==> images/clocks.png <==
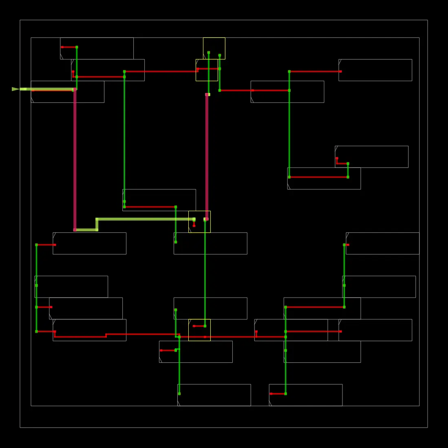
==> images/logic_types.png <==
Scale bar: 20 um.
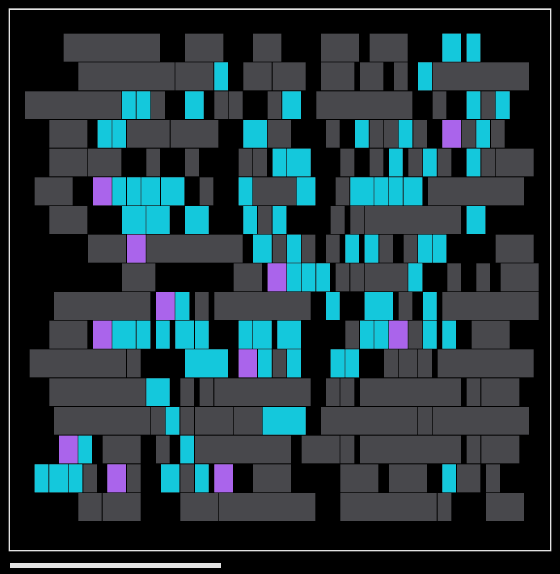
$ cat src/rtl/div_tick_pkg.sv
// div_tick_pkg: shared types and defaults for the div_tick_counter slice.
// Holds the FSM state encoding and the command-priority next-state helper.
package div_tick_pkg;

  localparam int DEFAULT_W   = 16;
  localparam int DEFAULT_MAX = 100;

  typedef enum logic [1:0] {
    IDLE = 2'd0,
    RUN  = 2'd1,
    HOLD = 2'd2
  } state_e;

  // Command priority is clear > stop > start; start while already running and
  // stop while idle are ignored. Unused encodings fall back to IDLE.
  function automatic state_e next_state(input state_e cur, input logic start,
                                        input logic stop, input logic clear);
    state_e nxt;
    nxt = cur;
    if (clear) begin
      nxt = IDLE;
    end else begin
      case (cur)
        IDLE:    if (start && !stop) nxt = RUN;
        RUN:     if (stop) nxt = HOLD;
        HOLD:    if (start && !stop) nxt = RUN;
        default: nxt = IDLE;
      endcase
    end
    return nxt;
  endfunction

endpackage

$ cat src/rtl/div_tick_counter_if.sv
// div_tick_counter_if: divided-clock input, run/stop/clear commands and the
// tick/count/status outputs of div_tick_counter. The master drives commands,
// the slave (the counter) drives status.
interface div_tick_counter_if
  import div_tick_pkg::*;
#(
  parameter int W = DEFAULT_W
);
  logic         div_clk;
  logic         start;
  logic         stop;
  logic         clear;
  logic         tick;
  logic [W-1:0] count;
  logic         running;
  logic         wrap;
  logic         ovf;

  modport master (
    output div_clk, start, stop, clear,
    input  tick, count, running, wrap, ovf
  );

  modport slave (
    input  div_clk, start, stop, clear,
    output tick, count, running, wrap, ovf
  );
endinterface

$ cat src/rtl/tick_edge_det.sv
// tick_edge_det: samples div_clk as a level in the clk_in domain and flags its
// rising edges. rise_o is the combinational edge flag (valid the cycle before
// tick_o); tick_o is the registered one-cycle pulse.
// Build option DIV_TICK_SYNC_EN adds a 2-flop synchronizer ahead of the edge
// detector for a div_clk from an unrelated domain (+2 cycles latency).
module tick_edge_det (
  input  logic clk_in,
  input  logic rst,
  input  logic div_clk_i,
  output logic rise_o,
  output logic tick_o
);

  logic sample;
  logic s0_q;
  logic s1_q;
  logic tick_q;

`ifdef DIV_TICK_SYNC_EN
  logic sync0_q;
  logic sync1_q;

  // Two-flop synchronizer; reset high like the edge stages so a high div_clk
  // at reset release does not look like a rising edge.
  always_ff @(posedge clk_in or posedge rst) begin
    if (rst) begin
      sync0_q <= 1'b1;
      sync1_q <= 1'b1;
    end else begin
      sync0_q <= div_clk_i;
      sync1_q <= sync0_q;
    end
  end

  assign sample = sync1_q;
`else
  assign sample = div_clk_i;
`endif

  assign rise_o = s0_q & ~s1_q;

  // Edge-detect pipeline: s0/s1 reset to 1 to suppress a spurious tick.
  // NOTE: non-blocking assignments let s1_q take the old s0_q, forming a real
  // two-stage shift; blocking here would collapse the stages into one.
  always_ff @(posedge clk_in or posedge rst) begin
    if (rst) begin
      s0_q   <= 1'b1;
      s1_q   <= 1'b1;
      tick_q <= 1'b0;
    end else begin
      s0_q   <= sample;
      s1_q   <= s0_q;
      tick_q <= rise_o;
    end
  end

  assign tick_o = tick_q;

endmodule

$ cat src/rtl/div_tick_counter.sv
// div_tick_counter: counts rising edges of the divided clock from clk_divider
// under start/stop/clear control, giving a modulo-MAX timebase with a wrap
// pulse and a sticky overflow flag. Legal range: 2 <= MAX <= 2**W.
// Build option DIV_TICK_SYNC_EN (see tick_edge_det) adds input synchronization.
module div_tick_counter
  import div_tick_pkg::*;
#(
  parameter int W   = DEFAULT_W,
  parameter int MAX = DEFAULT_MAX
) (
  input  logic              clk_in,
  input  logic              rst,
  div_tick_counter_if.slave bus
);

  localparam logic [W-1:0] LAST = W'(MAX - 1);

  state_e       state_q, state_d;
  logic [W-1:0] count_q, count_d;
  logic         wrap_q,  wrap_d;
  logic         ovf_q,   ovf_d;
  logic         rise;
  logic         tick;

  tick_edge_det u_edge (
    .clk_in    (clk_in),
    .rst       (rst),
    .div_clk_i (bus.div_clk),
    .rise_o    (rise),
    .tick_o    (tick)
  );

  // State register.
  always_ff @(posedge clk_in or posedge rst) begin
    if (rst) state_q <= IDLE;
    else     state_q <= state_d;
  end

  // Next state from the prioritized commands.
  always_comb begin
    state_d = next_state(state_q, bus.start, bus.stop, bus.clear);
  end

  // Count/wrap/ovf next values. A tick is counted in RUN even when stop
  // arrives the same cycle; clear overrides any coincident tick.
  // NOTE: every output gets a default first so no path leaves it unassigned,
  // which would otherwise infer a latch.
  always_comb begin
    count_d = count_q;
    wrap_d  = 1'b0;
    ovf_d   = ovf_q;
    if (bus.clear) begin
      count_d = '0;
      ovf_d   = 1'b0;
    end else if (state_q == RUN && rise) begin
      if (count_q == LAST) begin
        count_d = '0;
        wrap_d  = 1'b1;
        ovf_d   = 1'b1;
      end else begin
        count_d = count_q + 1'b1;
      end
    end
  end

  // Count, wrap and overflow registers; they update on the edge that asserts tick.
  always_ff @(posedge clk_in or posedge rst) begin
    if (rst) begin
      count_q <= '0;
      wrap_q  <= 1'b0;
      ovf_q   <= 1'b0;
    end else begin
      count_q <= count_d;
      wrap_q  <= wrap_d;
      ovf_q   <= ovf_d;
    end
  end

  assign bus.tick    = tick;
  assign bus.count   = count_q;
  assign bus.running = (state_q == RUN);
  assign bus.wrap    = wrap_q;
  assign bus.ovf     = ovf_q;

endmodule

$ cat src/flat_wrapper.sv
// flat-port wrapper written by rule: the top's interface ports become plain ports
module div_tick_counter_flat import div_tick_pkg::*;
#(
  parameter int W   = DEFAULT_W,
  parameter int MAX = DEFAULT_MAX
)
  (clk_in, rst, bus_div_clk, bus_start, bus_stop, bus_clear, bus_tick, bus_count, bus_running, bus_wrap, bus_ovf);
  div_tick_counter_if #(.W(W)) bus_i ();
  input  logic clk_in;
  input  logic rst;
  input wire logic [$bits(bus_i.div_clk)-1:0] bus_div_clk;
  input wire logic [$bits(bus_i.start)-1:0] bus_start;
  input wire logic [$bits(bus_i.stop)-1:0] bus_stop;
  input wire logic [$bits(bus_i.clear)-1:0] bus_clear;
  output wire logic [$bits(bus_i.tick)-1:0] bus_tick;
  output wire logic [$bits(bus_i.count)-1:0] bus_count;
  output wire logic [$bits(bus_i.running)-1:0] bus_running;
  output wire logic [$bits(bus_i.wrap)-1:0] bus_wrap;
  output wire logic [$bits(bus_i.ovf)-1:0] bus_ovf;
  assign bus_i.div_clk = bus_div_clk;
  assign bus_i.start = bus_start;
  assign bus_i.stop = bus_stop;
  assign bus_i.clear = bus_clear;
  assign bus_tick = bus_i.tick;
  assign bus_count = bus_i.count;
  assign bus_running = bus_i.running;
  assign bus_wrap = bus_i.wrap;
  assign bus_ovf = bus_i.ovf;
  div_tick_counter #(.W(W), .MAX(MAX)) u_core (.clk_in(clk_in), .rst(rst), .bus(bus_i));
endmodule
$ cat config.mk
export PLATFORM = sky130hd
export DESIGN_NAME = div_tick_counter_flat
export DESIGN_NICKNAME = d
export VERILOG_FILES = /design/src/rtl/div_tick_pkg.sv /design/src/rtl/div_tick_counter_if.sv /design/src/rtl/tick_edge_det.sv /design/src/rtl/div_tick_counter.sv /design/src/flat_wrapper.sv
export SDC_FILE = /design/constraint.sdc
export NUM_CORES = 1
export LEC_CHECK = 0
export ABC_AREA = 1
export ABC_CLOCK_PERIOD_IN_PS = 2800
export CORE_UTILIZATION = 55
export DETAILED_ROUTE_END_ITERATION = 12
export PLACE_DENSITY = 0.82
export SLEW_MARGIN = 15
export SYNTH_ARGS = -nofsm -noshare
export SYNTH_HDL_FRONTEND = slang
export SYNTH_HIERARCHICAL = 1
export SYNTH_SLANG_ARGS = --single-unit
$ cat constraint.sdc
create_clock -name clk_in -period 2.8 [get_ports clk_in]
set_clock_uncertainty 0.05 [all_clocks]
set_input_delay 0.28 -clock clk_in [delete_from_list [all_inputs] [get_ports clk_in]]
set_output_delay 0.28 -clock clk_in [all_outputs]
set_load 0.02 [all_outputs]
==> impl_metrics.tcl <==
# metrics dict for downstream scripts
set metrics [dict create \
    yosys_warnings 6 \
    clk_pin_slew_ps 130 \
    netlist_top_cells_count "nand2_1, nor2_1, dfrtp_1, inv_1, nand3_1" \
    r2r_end "u_core/bus.count[13]" \
    r2r_slack_ps 1010 \
    yosysUniqueCellTypes 23 \
    p_total_uw 636.6 \
    worst_pin_slew_ps 773.0 \
    synthAoiAreaFrac 0.04139 \
    status "finished, final reports clean" \
    reg2regPathDepth 9 \
    min_period_ps 1835 \
    ys_async_sr_fraction 1.000 \
    setup_viol 0 \
    grt_usage 0.2731 \
    htree_levels 1 \
    rr_startpoint "u_core/u_edge/s0_q" \
    drt_iter0_markers 49 \
    postCtsSetupRepairBufs 0 \
    syn_nets 194 \
    antenna-diode-count 0 \
    nFillCells 200 \
    crit_start "u_core/state_q[1]" \
    largest_area_cell "dfrtp_1" \
    gp_congestion 0.8846 \
    area_growth_syn_to_layout_pct 23.33 \
    cp-end-kind "primary output" \
    grt_pass1_vias 1200 \
    critPathLaunchType "flip-flop" \
    edf_count 0 \
    fmaxAchievable_ghz 0.5451 \
    seq_power_share 0.570 \
    crit_path_end "bus_running" \
    ctsHoldBuffers 0 \
    totalWireLength_um 3090 \
    vias_per_cell 5.235 \
    ios 26 \
    required_ps 2470 \
    tritoncts "done" \
    io_buffers 25 \
    logic_family "simple AND/OR/NAND/NOR gates" \
    power.density_mw_per_mm2 388.1 \
    tool_warnings 26 \
    core_area_mm2 0.002255 \
    fp_util 0.5899 \
    synthCells 187 \
    final_core_util 0.7275 \
    final_net_count 223 \
    flop_cell "dfrtp_1" \
    ys_cells 187 \
    arrival_ps 1500 \
    hpwl_um 2335 \
    post_cts_resized 0 \
    wire_per_inst_um 12.72 \
    die_h_um 51.18 \
    lay_top_cells "nand2_1, nor2_1, clkdlybuf4s50_1" \
    hold_viol 0 \
    relSlewSlack 0.4841 \
    ys_seq_frac 0.4346 \
    fin_crit_sh 0.6552 \
    antenna_found_initial 0 \
    ir_drop_mv 0.3901 \
    drive_gt1_frac 0.1209 \
    min_path_type "in2async" \
    top_cell "nand2_1" \
    p_int_uw 449.2 \
    vias 1272 \
    synth.mux.area_fraction 0 \
    grt_start_max_net_pins 21 \
    rsz0062_at_grt "false" \
    drv_cap 0 \
    fin_area_mm2 0.001640 \
    die_w_um 51.18 \
]
-- clocks.png (at the start) --
Clk Latency, worst-skew pair: 320 ps
CLK BUF: 3
clock-net power: 162 uW
CTS Buf Count: 3
clock sink count: 23

-- logic_types.png (at the start) --
family	color	cells
NAND gates	cyan	79
inverting AOI/OAI gates	purple	11
Post-Layout Cell Count: 243
highest-count logic cell in the final layout: nand2_1
Comb area share: 0.3959

## stage by stage
step / setup WS, ps / cells
6_report: 965.4 / 243
5_1_grt: 776.3 / 243
4_1_cts: 959.9 / 243
3_5_place_dp: 938.5 / 239
3_3_place_gp: 1013 / 239
2_1_floorplan: 1302 / 187
## flip-flops by register name, summed over array words and instances (netlist names)
register              count
u_core/bus.count         16
u_core/bus.ovf            1
u_core/bus.wrap           1
u_core/state_q            2
u_core/u_edge/s0_q        1
u_core/u_edge/s1_q        1
u_core/u_edge/tick_o      1
## final cells by class
| type | count | area (um^2) | area share |
|---|---|---|---|
| Multi-Input combinational cell | 137 | 649.4 | 0.3959 |
| Timing Repair Buffer | 25 | 250.2 | 0.1526 |
| Clock inverter | 1 | 7.507 | 0.004577 |
| Sequential cell | 23 | 578.1 | 0.3524 |
| Clock buffer | 3 | 22.52 | 0.01373 |
| Tap cell | 28 | 35.03 | 0.02136 |
| Inverter | 26 | 97.59 | 0.05950 |
## critical path, cell delays in order, from the launching register on
cell,delay [ps]
dfrtp_1,400
inv_1,80
nand2_1,70
inv_1,60
clkdlybuf4s50_1,590
## metal layers
metal | global-route usage | routed length [um] | up-vias
met5 | 0 | 0 | -
li1 | - | - | 630
met4 | 0.1296 | 33 | 0
met3 | 0.04167 | 180 | 4
met1 | 0.3359 | 1344 | 590
met2 | 0.4649 | 1531 | 48
## power groups by stage
stage,clock (mW),combinational [mW],sequential [mW]
final,0.162,0.112,0.363
after global routing,0.178,0.124,0.365
after CTS,0.167,0.112,0.362
after detailed placement,0,0.112,0.369
after global placement,0,0.110,0.367
after floorplan,0,0.0598,0.376
No activity file was given, so power comes from the tool's default toggle rates.
